File: config.mk
export PLATFORM = sky130hd
export DESIGN_NAME = prd_dispatch
export DESIGN_NICKNAME = d
export VERILOG_FILES = /design/src/rtl/prd_dispatch.sv
export SDC_FILE = /design/constraint.sdc
export NUM_CORES = 1
export LEC_CHECK = 0
export CORE_MARGIN = 2
export CORE_UTILIZATION = 58
export CTS_CLUSTER_SIZE = 20
export DETAILED_ROUTE_END_ITERATION = 10
export PLACE_DENSITY = 0.82
export REMOVE_ABC_BUFFERS = 1
export SKIP_LAST_GASP = 1
export SYNTH_ARGS = -nofsm -noshare
export SYNTH_HDL_FRONTEND = slang
export SYNTH_SLANG_ARGS = --single-unit
export TNS_END_PERCENT = 20
File: constraint.sdc
create_clock -name clk_i -period 8.9 [get_ports clk_i]
set_input_delay 1.78 -clock clk_i [delete_from_list [all_inputs] [get_ports clk_i]]
set_output_delay 1.78 -clock clk_i [all_outputs]
set_load 0.02 [all_outputs]
File: src/rtl/prd_dispatch.sv
// prd_dispatch: buffers 64-bit PRNG words in a small FIFO and serves
// OUT_BITS-wide slices to a masked datapath, LSB slice first, each bit once.
// Also sequences PRNG reseeds after a flush and counts consumer starvation.
module prd_dispatch #(
    parameter int DEPTH    = 4,
    parameter int OUT_BITS = 16
) (
    input  logic                clk_i,
    input  logic                rst_i,
    input  logic                flush_i,
    input  logic                rng_valid_i,
    input  logic [63:0]         rng_prd_i,
    output logic                rng_req_o,
    output logic                rng_reseed_o,
    input  logic                rand_ready_i,
    output logic                rand_valid_o,
    output logic [OUT_BITS-1:0] rand_o,
    output logic [15:0]         starve_cnt_o
);

    localparam int NSLICE = 64 / OUT_BITS;
    localparam int IDX_W  = (NSLICE > 1) ? $clog2(NSLICE) : 1;
    localparam int PTR_W  = $clog2(DEPTH);
    localparam int CNT_W  = PTR_W + 1;

    localparam logic [IDX_W-1:0] LAST_IDX = IDX_W'(NSLICE - 1);
    localparam logic [CNT_W:0]   DEPTH_W  = (CNT_W + 1)'(DEPTH);

    typedef enum logic [1:0] {
        ST_RUN    = 2'd0,
        ST_RESEED = 2'd1,
        ST_WAIT   = 2'd2
    } state_t;

    state_t             state_r;
    logic               reseed_r;
    logic [63:0]        mem_r [DEPTH];
    logic [PTR_W-1:0]   head_r;
    logic [PTR_W-1:0]   tail_r;
    logic [CNT_W-1:0]   count_r;
    logic [IDX_W-1:0]   idx_r;
    logic               pending_r;
    logic               alive_r;      // low in the first cycle after reset
    logic [15:0]        starve_r;

    logic [CNT_W:0]     occ_s;
    logic               req_s;
    logic               valid_s;
    logic               handshake_s;
    logic               pop_s;
    logic               cap_s;
    logic [63:0]        word_s;
    logic [OUT_BITS-1:0] slice_s;

    // Request gating, handshake decode and slice selection.
    always_comb begin
        occ_s       = {1'b0, count_r} + {{CNT_W{1'b0}}, pending_r};
        req_s       = !rst_i && alive_r && (state_r == ST_RUN) && rng_valid_i
                      && (occ_s < DEPTH_W) && !flush_i;
        valid_s     = !rst_i && (count_r != {CNT_W{1'b0}}) && (state_r == ST_RUN);
        handshake_s = valid_s && rand_ready_i && !flush_i;
        pop_s       = handshake_s && (idx_r == LAST_IDX);
        cap_s       = pending_r && !flush_i;
        word_s      = mem_r[head_r];
        slice_s     = word_s[int'(idx_r) * OUT_BITS +: OUT_BITS];

        rng_req_o    = req_s;
        rand_valid_o = valid_s;
        if (valid_s) begin
            rand_o = slice_s;
        end else begin
            rand_o = {OUT_BITS{1'b0}};
        end
        rng_reseed_o = reseed_r;
        starve_cnt_o = starve_r;
    end

    // Reseed sequencer: flush forces RESEED from any state; the reseed pulse
    // is registered and coincides with the RESEED state.
    always_ff @(posedge clk_i) begin
        if (rst_i) begin
            state_r  <= ST_RUN;
            reseed_r <= 1'b0;
        end else if (flush_i) begin
            state_r  <= ST_RESEED;
            reseed_r <= 1'b1;
        end else begin
            case (state_r)
                ST_RUN: begin
                    state_r  <= ST_RUN;
                    reseed_r <= 1'b0;
                end
                ST_RESEED: begin
                    state_r  <= ST_WAIT;
                    reseed_r <= 1'b0;
                end
                ST_WAIT: begin
                    if (rng_valid_i) begin
                        state_r <= ST_RUN;
                    end else begin
                        state_r <= ST_WAIT;
                    end
                    reseed_r <= 1'b0;
                end
                default: begin
                    state_r  <= ST_RUN;
                    reseed_r <= 1'b0;
                end
            endcase
        end
    end

    // Word FIFO, pending-capture flag and slice index; flush drops everything,
    // including a word whose request is still in flight.
    always_ff @(posedge clk_i) begin
        if (rst_i) begin
            for (int i = 0; i < DEPTH; i++) begin
                mem_r[i] <= 64'd0;
            end
            head_r    <= {PTR_W{1'b0}};
            tail_r    <= {PTR_W{1'b0}};
            count_r   <= {CNT_W{1'b0}};
            idx_r     <= {IDX_W{1'b0}};
            pending_r <= 1'b0;
            alive_r   <= 1'b0;
        end else begin
            alive_r <= 1'b1;
            if (flush_i) begin
                head_r    <= {PTR_W{1'b0}};
                tail_r    <= {PTR_W{1'b0}};
                count_r   <= {CNT_W{1'b0}};
                idx_r     <= {IDX_W{1'b0}};
                pending_r <= 1'b0;
            end else begin
                pending_r <= req_s;
                if (cap_s) begin
                    mem_r[tail_r] <= rng_prd_i;
                    tail_r        <= tail_r + PTR_W'(1);
                end else begin
                    tail_r <= tail_r;
                end
                if (pop_s) begin
                    idx_r  <= {IDX_W{1'b0}};
                    head_r <= head_r + PTR_W'(1);
                end else if (handshake_s) begin
                    idx_r  <= idx_r + IDX_W'(1);
                end else begin
                    idx_r  <= idx_r;
                end
                case ({cap_s, pop_s})
                    2'b10:   count_r <= count_r + CNT_W'(1);
                    2'b01:   count_r <= count_r - CNT_W'(1);
                    default: count_r <= count_r;
                endcase
            end
        end
    end

    // Saturating starvation counter; a flush cycle is never counted and only
    // reset clears it.
    always_ff @(posedge clk_i) begin
        if (rst_i) begin
            starve_r <= 16'd0;
        end else if (rand_ready_i && !valid_s && !flush_i && (starve_r != 16'hFFFF)) begin
            starve_r <= starve_r + 16'd1;
        end else begin
            starve_r <= starve_r;
        end
    end

endmodule

==> images/drive_strength.png <==
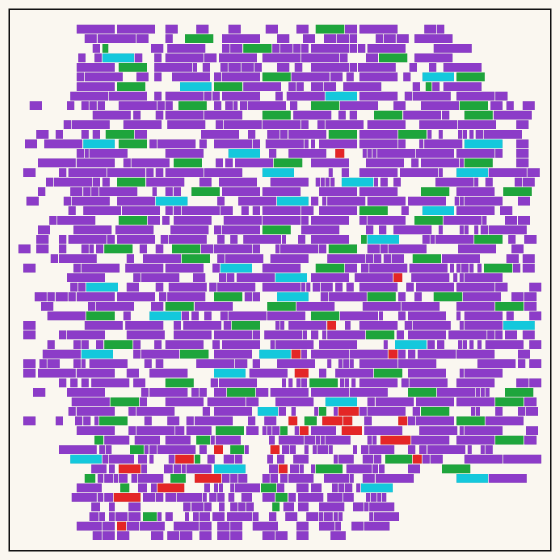
| size | color | cells | share | most used |
|---|---|---|---|---|
| drive 1 or less | purple | 850 | 86% | edfxtp_1 |
| drive 6 and up | cyan | 30 | 3.0% | clkbuf_16 |
| drive 3 to 4 | red | 24 | 2.4% | buf_4 |
| drive 2 | green | 84 | 8.5% | mux4_2 |
post-route cell area: 15100 sq um
Area growth syn-to-layout: 16.16%
number of non-clock buffers: 116
Final WS setup: 2.699 ns

==> images/port_nets.png <==
The bar under the picture is 50 microns long.
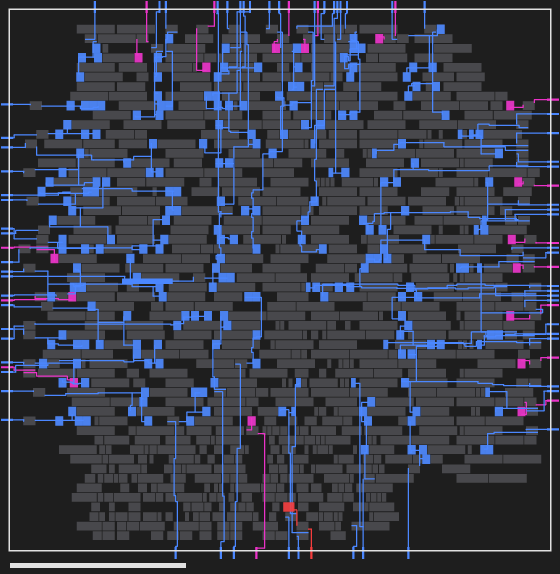
| port | color | direction | edge | end cells | buffers | wire |
|---|---|---|---|---|---|---|
| rand_o | magenta | output | 7 east, 5 north, 3 west, 1 south | 16 | 16 | 232 microns |
| rng_req_o | red | output | south | 1 | 1 | 12.3 microns |
| rng_prd_i | blue | input | 19 west, 19 east, 18 north, 8 south | 219 | 64 | 3190 microns |
I/O pins: 104
I/O Buffers: 103

==> images/metal_stack.png <==
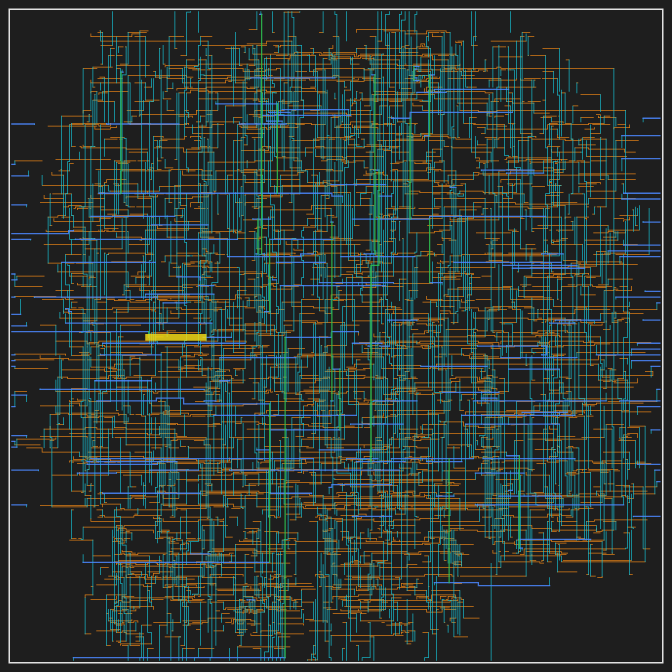
| layer | color | wire length |
|---|---|---|
| met4 | green | 522 microns |
| met5 | yellow | 12.9 microns |
| met1 | orange | 10900 microns |
| met2 | cyan | 14100 microns |
| met3 | blue | 1920 microns |
Post-Route WL: 27.43 mm
DR vias: 7610

==> images/cell_classes.png <==
Fill, decap, tap and diode cells in gray.
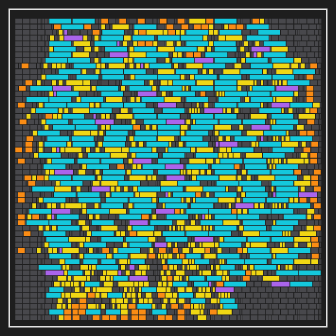
| class | color | cells | share of their area |
|---|---|---|---|
| all other logic | yellow | 538 | 30% |
| other buffers and delay cells | orange | 116 | 7.7% |
| clock drivers and dummy loads | purple | 47 | 5.6% |
| flops | cyan | 287 | 56% |
Seq/total area: 55.07%
Core Rows: 54
final core utilization: 68.97%

==> images/final_placement.png <==
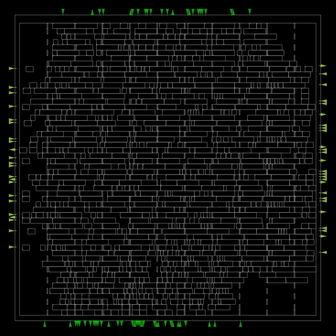
flop count: 287
Tap Count: 280

## power breakdown
part	total [mW]	internal (mW)	switching (mW)	leakage [nW]
registers	1.52	1.51	0.0127	2.90
logic	0.115	0.0513	0.0633	2.14
clock network	1.08	0.603	0.476	0.398
## per-layer routing
metal  vias up  part of all wire, %
li1       3471                    -
met1      3818                   40
met2       277                   51
met3        42                  7.0
met4         2                  1.9
met5         -                0.044
## area by class of cell
type,count,area [sq um],share of cell area (%)
diodes,1,2.502,0.01657
clock buffers,35,726.9,4.815
clock inverters,12,92.59,0.6132
inverters,29,108.9,0.7210
multi-input cells,509,4374,28.97
flip-flops and latches,287,8314,55.07
well taps,280,350.3,2.320
repair buffers,116,1129,7.475
==> reports/results.tsv <==
stage	metric	value	unit
clocking	Clock transition at path regs	0.06	ns
grt	largest net degree at the start of global routing	65	
finish	max reg flops	256	
synth	post-synthesis simple-gate area fraction	15.69	%
synth	post-synthesis instance total	886	
hold_path	HP Class	reg2reg	
critical_path	worst path required time	7.12	ns
synth	yosys cell count	886	
drt	DRC violations left	0	
drt	1st-iter DRT viols	668	
floorplan	DIE AREA	23620	sq um
grt	Global Route met3 Usage	3.241	%
finish	Post-Layout Cell Count	1269	
critical_path	crit path capture	rand_o[2]	
synth	mean post-synth cell area	14.67	sq um
final_timing	RSZ-0062 raised after global routing	no	
critical_path	R2R cell count	5	
critical_path	worst reg2reg path endpoint	mem_r[3][40]	
critical_path	R2R setup slack	5.60	ns
synth	Mapped Area	13000	sq um
outcome	status	completed	
final_timing	min Tclk post-route	6.201	ns
drt	WL/cell	21.61	microns
final_timing	Worst-Margin Slew	1.297	ns
final_timing	Slew headroom	12.93	%
critical_path	reg2reg start	pending_r	
final_timing	Final Cycle Share	69.67	%
Power figures rest on the tool's default switching activity, not on a simulated workload.
